==> config.mk <==
export PLATFORM = sky130hd
export DESIGN_NAME = pieo_op_sequencer
export DESIGN_NICKNAME = d
export VERILOG_FILES = /design/src/rtl/pieo_op_sequencer.sv
export SDC_FILE = /design/constraint.sdc
export NUM_CORES = 1
export LEC_CHECK = 0
export ABC_AREA = 1
export CAP_MARGIN = 25
export CORE_UTILIZATION = 44
export DETAILED_ROUTE_END_ITERATION = 8
export PLACE_DENSITY = 0.86
export SYNTH_ARGS = -nofsm -noshare
export SYNTH_HDL_FRONTEND = slang
export SYNTH_SLANG_ARGS = --single-unit
==> constraint.sdc <==
create_clock -name clk -period 3.4 [get_ports clk]
set_input_delay 0.68 -clock clk [delete_from_list [all_inputs] [get_ports clk]]
set_output_delay 0.68 -clock clk [all_outputs]
set_load 0.05 [all_outputs]
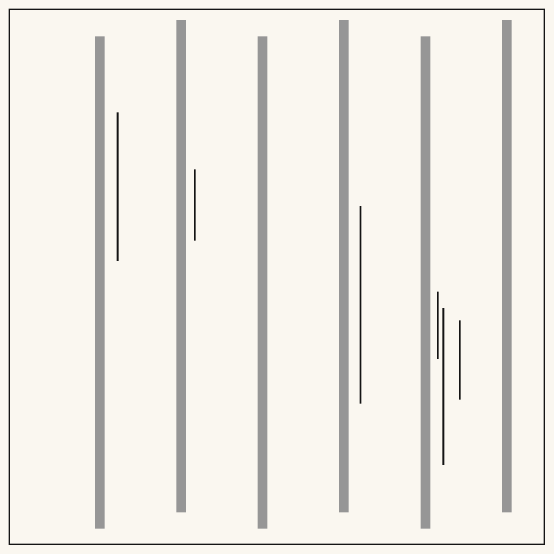
**Above:** metal 4.
(6 px per um) Supply wires on this layer in grey.
longest straight run: 32.6 um
share of all routed wire: 1.5%
WL final: 7.84 mm
vias: 2773

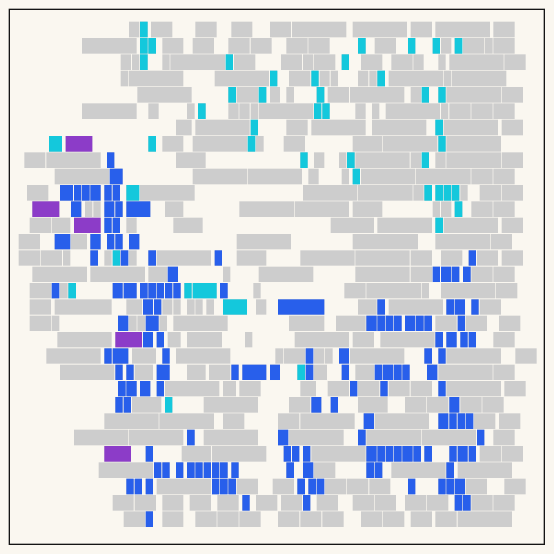
**Above:** logic cells by family.
(6 px per um)
| family | colour | cells |
|---|---|---|
| nand cells | blue | 148 |
| nor cells | cyan | 45 |
| fa/ha/maj cells | purple | 5 |
Layout Cells excl Fill: 588
most frequent logic cell in the layout: clkdlybuf4s50_1

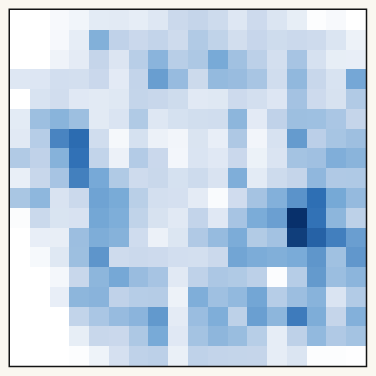
**Above:** wiring heat map.
(4 px per um) 18 x 18 tiles, from white (low) to dark blue (high), scaled to the fullest tile. Values are wire area over tile area, all layers added.
fullest tile: 0.59
nearly empty tiles: 9.3%
mean over tiles: 0.16
densest ninth of the die: middle right
tiles over half the peak: 9.6%
total track usage: 20.5%
Routed WL per cell: 13.3 um

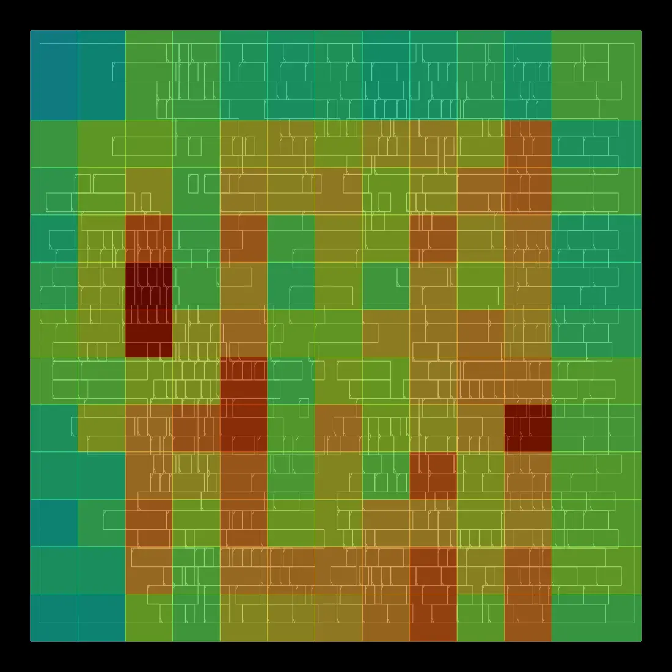
**Above:** routing congestion map.
met2 usage: 35.7%
post-layout util: 66.5%

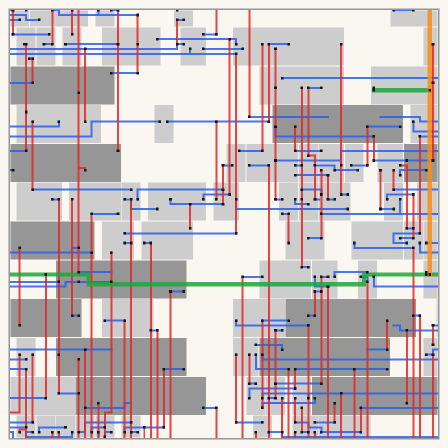
**Above:** a small window of the routed layout.
Region (29, 12) to (59, 42) um. Cells in grey, sequential cells in the stronger grey; small squares are vias.
| layer | colour |
|---|---|
| metal 2 | red |
| metal 3 | green |
| metal 4 | orange |
| metal 1 | blue |
sequential cells in the window: 11
cells with their middle in the window: 63
most frequent: nand2_1 (18), dfrtp_1 (11), clkdlybuf4s50_1 (9)

==> metrics.cfg <==
[layout]
design_area_um2=4850
comb_share_pct=22.5
inv_count=41
clk_share_pct=4.28
comb_cells=228
num-fill-cells=595
buf_share_pct=25.6
sh_seq_area_pct=41.8
clock_buffers=9

[logic_synthesis]
yosys.area_share.simple_pct=25.5
logic_family=simple AND/OR/NAND/NOR gates
mux_share_pct=0
ys_warn_count=0
synthArstFlopShare_pct=100
synth_cell_type_count=29
avgSynthCellArea_um2=9.26
yosys_area_um2=3330
synth_cells=359
ys_cells=359

[drt]
drt-initial-drc-count=115
viasPerCell=4.72
met1_length_mm=3.18
met2_length_mm=3.96

[timing]
rsz0062_at_grt=no
fin_crit_sh_pct=69.4
setup-violations-final=0
timing.final.ws_setup_ns=1.04
hold_slack_ns=0.485
setup-tns-final_ns=0
fmax_mhz=424
finClkSkew_ns=0.00886

[global_routing]
grt_antenna_before_repair=0
grt_max_degree=45
grt_use_met1_pct=24.9
grt_most_used_layer=met2
grt_pass1_wl_mm=12.2

[place]
dp.cells=572
portBuffers=121
gp_congestion=0.835

[power]
p_comb_share_pct=48.4
p_seq_share_pct=34.9
powerSeq_mw=1.53
pwr.group.combinational_mw=2.12
p_clk_mw=0.726
p_int_mw=2.38
p_total_mw=4.37
switching_share_pct=45.6
p_clk_share_pct=16.6
power_leader=combinational cells

[setup_path]
path_cells=clkdlybuf4s50_1
critPathBufInv=1
setup.worst_path.start_class=flip-flop
worst-path-max-fanout=2

[die]
fp-utilization_pct=45.6
num_rows=31
dieArea_um2=7910
die_y_um=88.9
die_x_um=88.9
core-area_um2=7290

[flow_run]
warnings=29
maxCapViolCount=0

[worst_hold_path]
hold_class=reg2reg

[clock_tree]
cts_max_level=3
cts_max_path_buffers=2
cts_resized=0
cts_tree=built
cts_made_buffers=9

[status]
status=completed

